**src/rtl/sync_pkg.sv**
```systemverilog
// Shared types and defaults for the shot sequencer.
//   state_t            : sequencer state encoding, also driven out on state_code
//   CNT_W              : width of the single delay/timeout counter
//   *_DEF              : default delays and pulse width, in CLOCK_50 cycles
//   is_active()        : true for every state that counts as a shot in progress
package sync_pkg;

    typedef enum logic [2:0] {
        S_IDLE         = 3'd0,
        S_ARMED        = 3'd1,
        S_FG_WAIT_DLY  = 3'd2,
        S_DETONATE     = 3'd3,
        S_WIRE_WAIT    = 3'd4,
        S_DET_WAIT_DLY = 3'd5,
        S_DET_PULSE    = 3'd6,
        S_FAULT        = 3'd7
    } state_t;

    localparam int CNT_W = 32;

    localparam logic [CNT_W-1:0] FG_DELAY_DEF       = 32'd10_000_000;
    localparam logic [CNT_W-1:0] DETECTOR_DELAY_DEF = 32'd5;
    localparam logic [CNT_W-1:0] WIRE_TIMEOUT_DEF   = 32'd350_000;
    localparam logic [CNT_W-1:0] PULSE_W_DEF        = 32'd50;

    function automatic logic is_active(input state_t s);
        return (s != S_IDLE) && (s != S_FAULT);
    endfunction

endpackage

```
**src/rtl/edge_sync.sv**
```systemverilog
// Two-flop synchronizer followed by a registered rising-edge detector.
//   CLOCK_50 : system clock
//   reset    : synchronous, active-high
//   async_in : asynchronous level input
//   rise     : one-cycle strobe, high 3 cycles after async_in rises
module edge_sync (
    input  logic CLOCK_50,
    input  logic reset,
    input  logic async_in,
    output logic rise
);

    logic       s_meta;
    logic       s_sync;
    logic       s_prev;
    logic [2:0] vld;

    // vld tracks how far real samples have travelled down the pipe after
    // reset; the detector only fires once s_prev holds a genuine sample, so an
    // input that was already high during reset is not mistaken for an edge.
    always_ff @(posedge CLOCK_50) begin
        if (reset) begin
            s_meta <= 1'b0;
            s_sync <= 1'b0;
            s_prev <= 1'b0;
            vld    <= 3'b000;
            rise   <= 1'b0;
        end else begin
            s_meta <= async_in;
            s_sync <= s_meta;
            s_prev <= s_sync;
            vld    <= {vld[1:0], 1'b1};
            rise   <= s_sync & ~s_prev & vld[2];
        end
    end

endmodule

```
**src/rtl/shot_sequencer.sv**
```systemverilog
// Sequences one shot: arm, wait FG_DELAY after the function-generator edge,
// fire the detonation pulse, wait for the wire trigger (with timeout), wait
// DETECTOR_DELAY, fire the detector pulse, then report done.
//   CLOCK_50          : 50 MHz system clock
//   reset             : synchronous, active-high
//   start_signal      : level, arms a shot from IDLE
//   abort_signal      : level, cancels a shot / clears FAULT (with start low)
//   fg_signal         : async function-generator input
//   wire_signal       : async wire-trigger input
//   detonation_signal : registered PULSE_W-cycle pulse
//   detector_signal   : registered PULSE_W-cycle pulse
//   busy              : high in every state except IDLE and FAULT
//   done              : one-cycle strobe on shot completion
//   fault             : high while in FAULT
//   state_code        : current state encoding
//
// state          | meaning
// ---------------+-----------------------------------------------
// IDLE           | waiting for start_signal
// ARMED          | waiting for fg_rise
// FG_WAIT_DLY    | counting FG_DELAY cycles
// DETONATE       | detonation pulse high for PULSE_W cycles
// WIRE_WAIT      | waiting for wire_rise, bounded by WIRE_TIMEOUT
// DET_WAIT_DLY   | counting DETECTOR_DELAY cycles
// DET_PULSE      | detector pulse high for PULSE_W cycles
// FAULT          | wire timeout; needs abort with start low to clear
module shot_sequencer
    import sync_pkg::*;
#(
    parameter logic [CNT_W-1:0] FG_DELAY       = FG_DELAY_DEF,
    parameter logic [CNT_W-1:0] DETECTOR_DELAY = DETECTOR_DELAY_DEF,
    parameter logic [CNT_W-1:0] WIRE_TIMEOUT   = WIRE_TIMEOUT_DEF,
    parameter logic [CNT_W-1:0] PULSE_W        = PULSE_W_DEF
) (
    input  logic       CLOCK_50,
    input  logic       reset,
    input  logic       start_signal,
    input  logic       abort_signal,
    input  logic       fg_signal,
    input  logic       wire_signal,
    output logic       detonation_signal,
    output logic       detector_signal,
    output logic       busy,
    output logic       done,
    output logic       fault,
    output logic [2:0] state_code
);

    state_t           state;
    logic [CNT_W-1:0] cnt;
    logic             fg_rise;
    logic             wire_rise;

    edge_sync u_fg_sync (
        .CLOCK_50 (CLOCK_50),
        .reset    (reset),
        .async_in (fg_signal),
        .rise     (fg_rise)
    );

    edge_sync u_wire_sync (
        .CLOCK_50 (CLOCK_50),
        .reset    (reset),
        .async_in (wire_signal),
        .rise     (wire_rise)
    );

    assign state_code = state;

    // Each delay state occupies exactly its parameter's worth of cycles
    // (count 0..N-1). WIRE_WAIT compares against WIRE_TIMEOUT itself, so the
    // block sits there WIRE_TIMEOUT+1 cycles and wire_rise is still honoured
    // in the final cycle, where it is tested ahead of the timeout.
    always_ff @(posedge CLOCK_50) begin
        if (reset) begin
            state             <= S_IDLE;
            cnt               <= '0;
            detonation_signal <= 1'b0;
            detector_signal   <= 1'b0;
            busy              <= 1'b0;
            done              <= 1'b0;
            fault             <= 1'b0;
        end else begin
            done <= 1'b0;
            if (abort_signal && is_active(state)) begin
                state             <= S_IDLE;
                cnt               <= '0;
                detonation_signal <= 1'b0;
                detector_signal   <= 1'b0;
                busy              <= 1'b0;
            end else begin
                case (state)
                    S_IDLE: begin
                        if (start_signal && !abort_signal) begin
                            state <= S_ARMED;
                            cnt   <= '0;
                            busy  <= 1'b1;
                        end
                    end
                    S_ARMED: begin
                        if (fg_rise) begin
                            state <= S_FG_WAIT_DLY;
                            cnt   <= '0;
                        end
                    end
                    S_FG_WAIT_DLY: begin
                        if (cnt == FG_DELAY - 32'd1) begin
                            state             <= S_DETONATE;
                            cnt               <= '0;
                            detonation_signal <= 1'b1;
                        end else begin
                            cnt <= cnt + 32'd1;
                        end
                    end
                    S_DETONATE: begin
                        if (cnt == PULSE_W - 32'd1) begin
                            state             <= S_WIRE_WAIT;
                            cnt               <= '0;
                            detonation_signal <= 1'b0;
                        end else begin
                            cnt <= cnt + 32'd1;
                        end
                    end
                    S_WIRE_WAIT: begin
                        if (wire_rise) begin
                            state <= S_DET_WAIT_DLY;
                            cnt   <= '0;
                        end else if (cnt == WIRE_TIMEOUT) begin
                            state <= S_FAULT;
                            cnt   <= '0;
                            busy  <= 1'b0;
                            fault <= 1'b1;
                        end else begin
                            cnt <= cnt + 32'd1;
                        end
                    end
                    S_DET_WAIT_DLY: begin
                        if (cnt == DETECTOR_DELAY - 32'd1) begin
                            state           <= S_DET_PULSE;
                            cnt             <= '0;
                            detector_signal <= 1'b1;
                        end else begin
                            cnt <= cnt + 32'd1;
                        end
                    end
                    S_DET_PULSE: begin
                        if (cnt == PULSE_W - 32'd1) begin
                            state           <= S_IDLE;
                            cnt             <= '0;
                            detector_signal <= 1'b0;
                            busy            <= 1'b0;
                            done            <= 1'b1;
                        end else begin
                            cnt <= cnt + 32'd1;
                        end
                    end
                    S_FAULT: begin
                        if (!start_signal && abort_signal) begin
                            state <= S_IDLE;
                            cnt   <= '0;
                            fault <= 1'b0;
                        end
                    end
                    default: begin
                        state             <= S_IDLE;
                        cnt               <= '0;
                        detonation_signal <= 1'b0;
                        detector_signal   <= 1'b0;
                        busy              <= 1'b0;
                        fault             <= 1'b0;
                    end
                endcase
            end
        end
    end

endmodule

```
**config.mk**
```make
export PLATFORM = sky130hd
export DESIGN_NAME = shot_sequencer
export DESIGN_NICKNAME = d
export VERILOG_FILES = /design/src/rtl/sync_pkg.sv /design/src/rtl/edge_sync.sv /design/src/rtl/shot_sequencer.sv
export SDC_FILE = /design/constraint.sdc
export NUM_CORES = 1
export LEC_CHECK = 0
export CAP_MARGIN = 20
export CORE_ASPECT_RATIO = 1.25
export CORE_UTILIZATION = 60
export CTS_CLUSTER_SIZE = 14
export DETAILED_ROUTE_END_ITERATION = 8
export HOLD_SLACK_MARGIN = 0.12
export PLACE_DENSITY = 0.79
export SETUP_SLACK_MARGIN = 0.1
export SLEW_MARGIN = 15
export SYNTH_ARGS = -nofsm -noshare
export SYNTH_HDL_FRONTEND = slang
export SYNTH_SLANG_ARGS = --single-unit
```
**constraint.sdc**
```tcl
create_clock -name CLOCK_50 -period 2.7 [get_ports CLOCK_50]
set_input_delay 0.675 -clock CLOCK_50 [delete_from_list [all_inputs] [get_ports CLOCK_50]]
set_output_delay 0.675 -clock CLOCK_50 [all_outputs]
set_load 0.01 [all_outputs]
```
Figure 1. Power grid (run 1).
Scale bar: 20 µm. Pins as bars on the die edge.
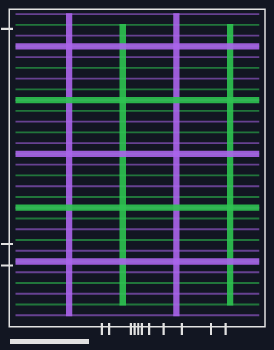
Green marks VDD. Purple marks VSS.
5 straps on met5. 4 straps on met4.
Die H: 79.9 µm
Max VDD drop: 476 µV
die extent in x: 64.3 µm
Core Region: 0.00469 mm²

Figure 2. Cells coloured by class (run 1).
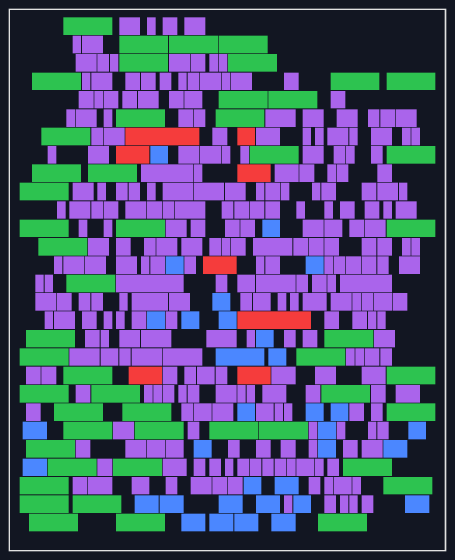
Green marks flip-flops, cells 51. Blue marks other buffers and delay cells, cells 33. Purple marks all other logic, cells 278. Red marks clock drivers and dummy loads, cells 8.
Seq/total area: 30.7%
row count: 28
final core occ: 70.9%
Final Instance Area: 0.00333 mm²

Figure 3. Clock network drawn from the DEF (run 1).
Scale bar: 20 µm.
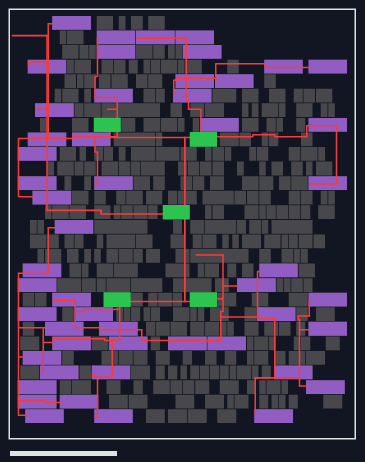
Purple marks flip-flops, count 51. Red marks clock wires, length 593 µm. Green marks cells driving clock nets, count 5.
There are 6 routed clock nets. Position of the flops: all over the die.
worst-skew pair later-pin latency: 310 ps
Max Clock Skew: 11.0 ps
clock group total power: 0.630 mW

-- run 1: cells by family after synthesis --
group | share of synthesized area (%)
AND-OR/OR-AND | 17.7
XOR/XNOR | 6.01
adder cells (fa/ha/maj) | 1.29
buffers and inverters | 4.94
flip-flops | 35.0
multiplexers | 0.687
AND/OR/NAND/NOR | 34.3
-- run 1: synthesized netlist by cell type (all sizes together), types with 4 or more instances --
library cell / number
dfxtp: 51
nor2: 43
nand2: 21
nand3: 21
nand4: 21
nor3: 17
xor2: 16
nor4: 13
inv: 12
a21oi: 11
a31oi: 11
clkbuf: 11
nor2b: 9
and2: 8
buf: 8
a32oi: 7
and3: 7
and4: 7
a221oi: 6
o41ai: 4
xnor2: 4
==> job_summary.md, run 1 <==
### Metrics collected by this job

| Metric | Value |
|---|---|
| Status | complete, no violations |
| FP Core Util | slightly above 60% |
| Final period utilization | between 80 and 90% |
| Hold worst-path end | u_wire_sync.vld[2] |
| Relative slew slack | 49.2% |
| Pleak | approximately 1.1 nW |
| Flop Count | 51 |
| Hpwl dp | 5080 µm |
| Initial DRC Count | roughly 200 |
| Slowest CP cell | a211oi_1 |
| Clk cell area share | 4.10% |
| CTS root buf | clkbuf_8 |
| Cell count after synthesis | ~350 |
| Post-layout nets | 378 |
| Largest class | multi-input combinational cells |
| OpenROAD warnings | 28 |
| Reg2reg end | cnt[5] |
| M3 GR Usage | 3.86% |
| # diodes | 0 |
| Wire per inst | roughly 17 µm |
| Die Size | between 0.005 and 0.006 mm² |
| Setup crit start | cnt[0] |
| First-pass GRT wire length | 12,100 µm |
| CTS H-Tree Depth | 2 |
| Cell Int Power | about 1.3 mW |
| Largest net degree at the start of global routing | 21 |
| Yosys stat chip area | around 0.0029 mm² |
| R2R setup slack | roughly 340 ps |
| Register share after synthesis | roughly a third |
| Finished Layout Cells | 430 |
| Initial antenna violation count | 0 |
| Max Clock Freq | around 420 MHz |
| Final hold violation count | 0 |
| Placed cell area | roughly 0.0032 mm² |
| Crit-path cells | ha_1, and3_1, nand2_1, nor4_1, buf_4, a211oi_1, o31ai_2, buf_12, nor2_1 |
| Largest register FFs | 32 |
| Met2 GRT Util | 51.8% |
| Synth Register Bits | ~51 |
| Crit path buf inv count | 2 |
| Non-clock inverter count | 12 |
| Buffers excl. clock | 33 |
| Netlist cell types | 59 |
| # DRC | 0 |
| Worst Path Max Fanout | 20 |
| Clock buffer cells | 5 |
| Max_cap viols | 0 |
| Worst min path class | reg2reg |
| Share of cells above drive strength 1 | a little under an eighth |
| Mean Syn Cell Area | between 8 and 9 µm² |
| Number of tapcells | about 60 |
| CP Launch Type | flip-flop |
| Kind of critical path | reg2reg |
| Worst hold stages | 1 |
| Grt peak-use layer | met2 |
| Post-Syn Nets | between 300 and 400 |
| Post-synth ARST share | 0% |
| Most common reg cell | dfxtp_1 |
| Final min period | 2360 ps |
| Combinational Power Share | about a quarter |
| Top power group | registers |
| DRT Pass-1 Iters | 4 |
| M1 WL | 3200 µm |
| Power Density | approximately 570 mW/mm² |
| Switching share of total power | ~30% |
| Max-slew violation count | 0 |
| Maximum root-to-sink buffer count | 2 |
| Post-cts resize count | 0 |
| Cell area leaders | dfxtp_1 35%, nor2_1 5.5%, xor2_1 4.8% |
| GRT overflow | 0 |
| Critical path depth | 9 |
| Met2 routed WL | ~3600 µm |
| PnR worst setup slack | between 300 and 400 ps |
| Clock Sinks | ~50 |
| Vias in the first global route | between 2k and 3k |
| Highest Signal Layer | met4 |
| Placement Setup Slack | slightly below 90 ps |
| Min-delay src | u_fg_sync.vld[1] |
| Overall routing resource usage | 30.0% |
| Total number of vias | roughly 2.8k |
| IO Pins | 14 |
| Top-area cell share | between 30% and 40% |
| Gpl congestion | 0.881 |
| P_sw | around 0.57 mW |
| Yosys Warn Count | 0 |
| Biggest area consumer among synthesized cells | dfxtp_1 |
| Clock slew at reported path FFs | around 90 ps |
| Commonest Layout Cell | dfxtp_1 |
| Worst setup endpoint | cnt[5] |
| Crit-path leading delay family | AND-OR/OR-AND gates |
| Reg2reg start | cnt[0] |
| Comb/total area | between 50% and 60% |
| Cells on worst reg2reg path | 9 |
| Worst Setup End Kind | flip-flop |
| Placed Cells | roughly 420 |
| Power share of the clock group | 33.2% |
| Final setup fails | 0 |
| Sequential standard cell area | 0.00102 mm² |
| Met1 Resource Use GR | about two fifths |
| Synth Cell Area | between 0.002 and 0.003 mm² |
| Routed wire length | 7180 µm |
| Hold buffer count at CTS | 0 |
| RSZ-0062 raised after global routing | false |
| Biggest register | cnt |
| Pwr Total | ~1.9 mW |
| Via/cell ratio | 6.40 |
Figure 4. Routed metal, one colour a layer (run 1).
Scale bar: 20 µm.
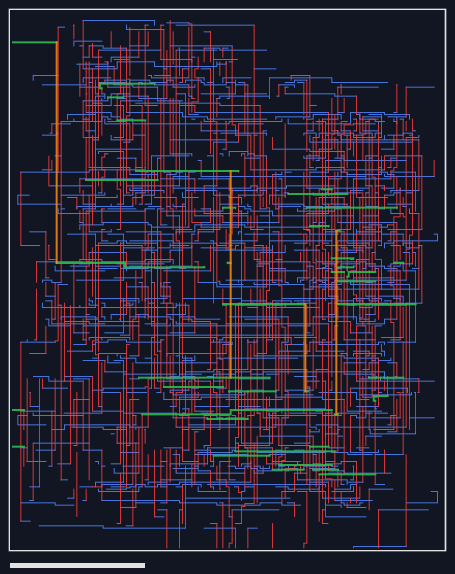

## Run 2: what changed since run 1
==> constraint.sdc (replaced) <==
create_clock -name CLOCK_50 -period 2.7 [get_ports CLOCK_50]
set_input_delay 0.675 -clock CLOCK_50 [delete_from_list [all_inputs] [get_ports CLOCK_50]]
set_output_delay 0.675 -clock CLOCK_50 [all_outputs]
set_load 0.1 [all_outputs]
Figure 5. Routed metal, one colour a layer (run 2).
Scale bar: 20 µm.
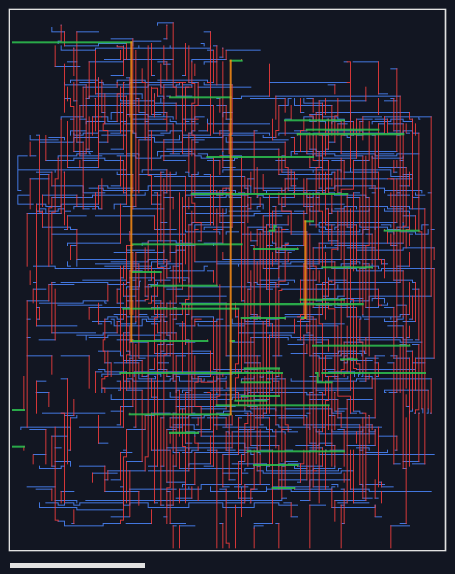
Blue marks met1, wire length 3,040 µm. Green marks met3, wire length 363 µm. Red marks met2, wire length 3,600 µm. Orange marks met4, wire length 111 µm.
total number of vias: 2,750
routed wire length: 7120 µm
overall routing resource usage: 29.6%

Figure 6. Cells coloured by class (run 2).
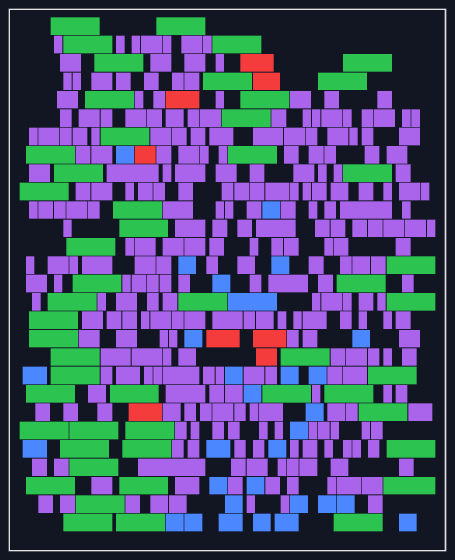
Purple marks all other logic, cells 278. Blue marks other buffers and delay cells, cells 30. Green marks flip-flops, cells 51. Red marks clock drivers and dummy loads, cells 8.
Final Instance Area: 0.00325 mm²
Seq/total area: 31.5%

==> job_summary.md, run 2 <==
### Metrics collected by this job

| Metric | Value |
|---|---|
| Hpwl dp | just over 5000 µm |
| Status | complete, no violations |
| CTS H-Tree Depth | 2 |
| Post-Synth Adder-Cell Area | between 1 and 1.5% |
| Post-cts resize count | 0 |
| CTS root buf | clkbuf_8 |
| Relative slew slack | between 50% and 60% |
| EDFF count, synth | 0 |
| # diodes | 0 |
| Post-synth ARST share | 0% |
| Tightest Pin Transition | 734 ps |
| Initial antenna violation count | 0 |
| Synth Register Bits | 51 |
| Worst-skew pair later-pin latency | 320 ps |
| P_sw | between 0.6 and 0.7 mW |
| Clock group total power | ~0.47 mW |
| Combinational Power Share | 28.6% |
| Max_cap viols | 0 |
| Row count | 28 |
| Register share after synthesis | 35.0% |
| Sequential standard cell area | 0.00102 mm² |
| Reg2reg start | cnt[11] |
| OpenROAD warnings | 28 |
| Mean Syn Cell Area | 8.37 µm² |
| Die extent in x | between 60 and 70 µm |
| Biggest register | cnt |
| Gpl congestion | about 0.9 |
| Power Density | around 550 mW/mm² |
| RSZ-0062 raised after global routing | false |
| GRT overflow | 0 |
| Power share of the clock group | a little over a quarter |
| Synth top cells by count | 51 x dfxtp_1, 43 x nor2_1, 21 x nand2_1 |
| Cell count after synthesis | approximately 350 |
| Top non-seq family | simple AND/OR/NAND/NOR gates |
| Setup crit start | cnt[11] |
| Crit-path cells | nor4_2, nand4_1, nor4_2, o32ai_2, buf_4, nor3_2, mux2i_1 |
| Worst setup endpoint | state_code[0] |
| Placement Setup Slack | around 25 ps |
| First-pass GRT wire length | 11,600 µm |
| Core Region | 0.00469 mm² |
| Critical path depth | 7 |
| Yosys Warn Count | 0 |
| Switching share of total power | between 30% and 40% |
| Netlist cell types | ~59 |
| Hold buffer count at CTS | 0 |
| Cell Int Power | approximately 1.1 mW |
| Slowest CP cell | nor4_2 |
| Cell area leaders | dfxtp_1 35%, nor2_1 5.5%, xor2_1 4.8% |
| Worst Path Max Fanout | 19 |
| Share of cells above drive strength 1 | a little over an eighth |
| Worst Setup End Kind | flip-flop |
| Post-Syn Nets | between 300 and 400 |
| Via/cell ratio | approximately 6.4 |
| Mux area share | less than 1% |
| Clock slew at reported path FFs | between 100 and 150 ps |
| Largest register FFs | 32 |
| Die H | 79.9 µm |
| Final setup fails | 0 |
| CP Launch Type | flip-flop |
| Clock Sinks | just over 50 |
| Largest net degree at the start of global routing | 21 |
| Crit path buf inv count | 1 |
| R2R setup slack | ~300 ps |
| Vias in the first global route | ~2.5k |
| Yosys top cell by instances | dfxtp_1 |
| Placed Cells | 419 |
| Filler instances | roughly 400 |
| Final hold violation count | 0 |
| Post-layout nets | between 300 and 400 |
| Pwr Total | ~1.8 mW |
| Die Size | about 0.005 mm² |
| Crit-path leading delay family | simple AND/OR/NAND/NOR gates |
| CTS tree | built |
| And+or+nand+nor area frac | between 30% and 40% |
| Wire per inst | roughly 17 µm |
| Yosys stat chip area | 0.00291 mm² |
| Final core occ | ~69% |
| IO Pins | 14 |
| Synth Cell Area | 0.00291 mm² |
| # DRC | 0 |
| Commonest Layout Cell | dfxtp_1 |
| Buffers on Ports | 13 |
| Worst hold stages | 1 |
| FP Core Util | about 62% |
| Hold worst-path end | u_wire_sync.vld[2] |
| Final period utilization | 89.1% |
| Post-Synth AOI/OAI Area | about 18% |
| Biggest area consumer among synthesized cells | dfxtp_1 |
| PnR worst setup slack | a little under 300 ps |
| Placed cell area | roughly 0.0031 mm² |
| Final min period | between 2000 and 2500 ps |
| DRT Pass-1 Iters | 4 |
| Max-slew violation count | 0 |
| Worst min path class | reg2reg |
| Pleak | ~1.1 nW |
| Syn-to-layout area delta | 11.4% |
| Max Clock Skew | approximately 12 ps |
| Max Clock Freq | approximately 420 MHz |
| XOR-XNOR Cells, Area Fraction | 6.01% |
| Reg2reg end | state_code[0] |
| Critical Path AT | ~2700 ps |
| Min-delay src | u_fg_sync.vld[1] |
| Maximum root-to-sink buffer count | 2 |
| Initial DRC Count | around 390 |
| Top power group | registers |
| Top-area cell share | a little over a third |
| Kind of critical path | reg2reg |
| Cells on worst reg2reg path | 7 |
| Most common reg cell | dfxtp_1 |
| Finished Layout Cells | between 400 and 500 |
Figure 7. Power grid (run 2).
Scale bar: 20 µm. Pins as bars on the die edge.
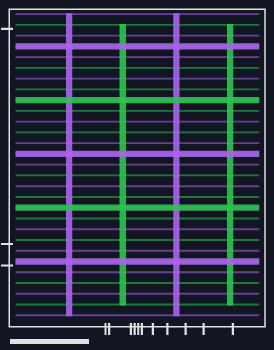
Purple marks VSS. Green marks VDD.
5 straps on met5. 29 met1 rails follow the rows. 14 signal pins sit on the boundary.
Max VDD drop: 423 µV

==> run 2: per-layer routing <==
metal	up-vias	GRT usage, %	routed length (µm)
met5	-	0	0
met4	0	12.4	110
met3	8	3.71	362
met2	78	50.1	3600
met1	1329	37.6	3040
li1	1335	-	-
==> run 2: layout make-up <==
class / instances / area share, %
clock buffers: 5 / 2.12
clock inverters: 3 / 0.886
inverters: 12 / 1.39
multi-input cells: 266 / 54.1
flip-flops and latches: 51 / 31.5
well taps: 60 / 2.31
repair buffers: 30 / 7.71
==> run 2: logic make-up after synthesis <==
logic type / count (synthesis)
AOI/OAI and AO/OA: 64
xor gates and xnor gates: 20
adders and majority gates: 3
buffers and inverters: 31
DFF: 51
muxes: 2
and+or+nand+nor: 177
## Run 3: what changed since run 2
Settings changed: HOLD_SLACK_MARGIN 0.12 to 0.15.
Figure 8. Routed metal, one colour a layer (run 3).
Scale bar: 20 µm.
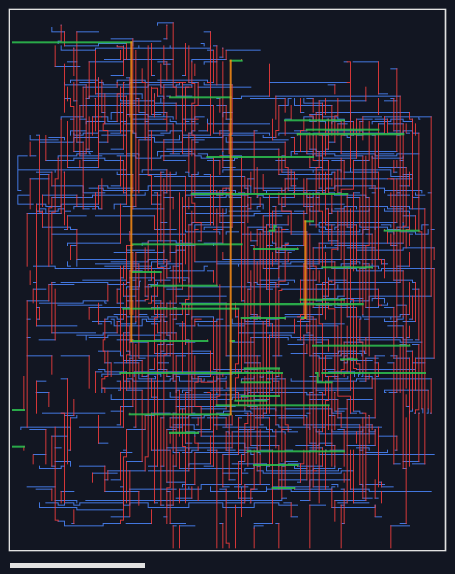
Red marks met2, wire length 3,600 µm. Blue marks met1, wire length 3,040 µm. Green marks met3, wire length 363 µm. Orange marks met4, wire length 111 µm.
wire per inst: 16.7 µm

Figure 9. Power grid (run 3).
Scale bar: 20 µm. Pins as bars on the die edge.
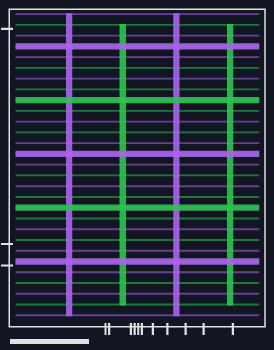
Green marks VDD. Purple marks VSS.
5 straps on met5. The core has 28 rows. 14 signal pins sit on the boundary. 4 straps on met4. 29 met1 rails follow the rows.

==> job_summary.md, run 3 <==
### Metrics collected by this job

| Metric | Value |
|---|---|
| Pwr Total | between 1.5 and 2 mW |
| Max_cap viols | 0 |
| Final setup fails | 0 |
| Clock group total power | 0.471 mW |
| Hold buffer count at CTS | 0 |
| Largest register FFs | 32 |
| Comb/total area | a little over half |
| Combinational Power Share | between 20% and 30% |
| Top-area cell share | roughly a third |
| Max Clock Freq | 416 MHz |
| Via/cell ratio | 6.44 |
| Worst Setup End Kind | flip-flop |
| Worst setup endpoint | state_code[0] |
| Die Size | 0.00514 mm² |
| P_sw | 0.670 mW |
| Setup crit start | cnt[11] |
| Register share after synthesis | about a third |
| Worst-skew pair later-pin latency | around 320 ps |
| Max Clock Skew | 12.4 ps |
| Buffers on Ports | 13 |
| IO Pins | 14 |
| Clock slew at reported path FFs | 110 ps |
| Share of cells above drive strength 1 | roughly 14% |
| Max VDD drop | roughly 420 µV |
| Netlist cell types | between 50 and 60 |
| Flop Count | slightly above 50 |
| Switching share of total power | 37.5% |
| Cells on worst reg2reg path | 7 |
| Max-slew violation count | 0 |
| Reg2reg start | cnt[11] |
| # diodes | 0 |
| Synth top cells by count | 51 x dfxtp_1, 43 x nor2_1, 21 x nand2_1 |
| Largest net degree at the start of global routing | 21 |
| Worst Path Max Fanout | 19 |
| Pleak | 1.13 nW |
| Largest class | multi-input combinational cells |
| Core Region | 0.00469 mm² |
| Status | complete, no violations |
| First-pass GRT wire length | 11,600 µm |
| Min-delay src | u_fg_sync.vld[1] |
| Mi-comb count | around 270 |
| Maximum root-to-sink buffer count | 2 |
| RSZ-0062 raised after global routing | false |
| Synth Cell Area | 0.00291 mm² |
| DRT Pass-1 Iters | 4 |
| Commonest Layout Cell | dfxtp_1 |
| Row count | 28 |
| Seq/total area | a little under a third |
| Crit-path cells | nor4_2, nand4_1, nor4_2, o32ai_2, buf_4, nor3_2, mux2i_1 |
| Die H | ~80 µm |
| FP Core Util | roughly 62% |
| Biggest register | cnt |
| Sequential standard cell area | just over 0.001 mm² |
| Kind of critical path | reg2reg |
| Cell Int Power | roughly 1.1 mW |
| Top power group | registers |
| Placement Setup Slack | around 25 ps |
| Finished Layout Cells | between 400 and 500 |
| Yosys stat chip area | around 0.0029 mm² |
| Placed Cells | between 400 and 500 |
| Clock buffer cells | 5 |
| Final Instance Area | around 0.0032 mm² |
| Critical Path AT | 2660 ps |
| Initial antenna violation count | 0 |
| Clock Sinks | between 50 and 60 |
| CP Launch Type | flip-flop |
| CTS root buf | clkbuf_8 |
| Power Density | approximately 550 mW/mm² |
| Placed cell area | approximately 0.0031 mm² |
| Gpl congestion | around 0.91 |
| OpenROAD warnings | 28 |
| Vias in the first global route | about 2.5k |
| Post-synth ARST share | 0% |
| Final hold violation count | 0 |
| Post-layout nets | roughly 380 |
| Biggest area consumer among synthesized cells | dfxtp_1 |
| Most common reg cell | dfxtp_1 |
| Post-Syn Nets | roughly 360 |
| CTS tree | built |
| Worst hold stages | 1 |
| Reg2reg end | state_code[0] |
| Yosys Warn Count | 0 |
| Layout non-clock buf frac | roughly 7.7% |
| Synth Register Bits | slightly above 50 |
| Hpwl dp | slightly above 5000 µm |
Figure 10. Cells coloured by class (run 3).
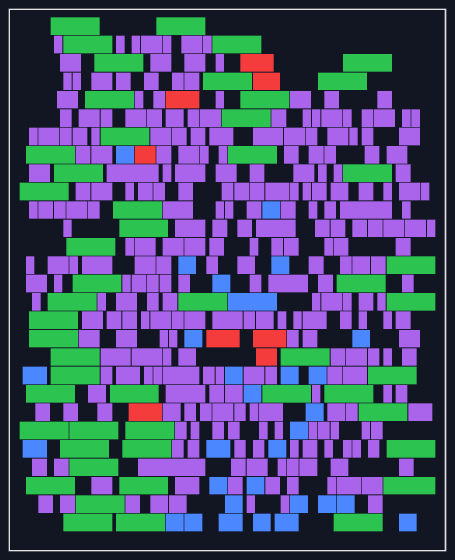
Purple marks all other logic, cells 278. Blue marks other buffers and delay cells, cells 30. Green marks flip-flops, cells 51. Red marks clock drivers and dummy loads, cells 8.
final core occ: 69.2%

## run 3: cell counts after synthesis
Identical to the previous run, type by type.
## run 3: cells by family after synthesis
kind of cell / Yosys count / synth area share [%]
adder cells (fa/ha/maj): 3 / 1.29
XOR/XNOR: 20 / 6.01
buffers and inverters: 31 / 4.94
AND/OR/NAND/NOR: 177 / 34.3
flip-flops: 51 / 35.0
AND-OR/OR-AND: 64 / 17.7
multiplexers: 2 / 0.687
## run 3: worst max-delay path, delay by kind of cell, from the launching register on
family,cells,cell delay (ps)
buffers and inverters,1,230
and+or+nand+nor,4,1320
muxes,1,220
AOI/OAI and AO/OA,1,180
DFF,1,400
## run 3: routing by layer
metal	GRT usage, %	vias up	routed length (µm)
met5	0	-	0
met4	12.4	0	110
met3	3.71	8	362
met2	50.1	78	3600
met1	37.6	1329	3040
li1	-	1335	-
Power is estimated from default activity; no workload was simulated.
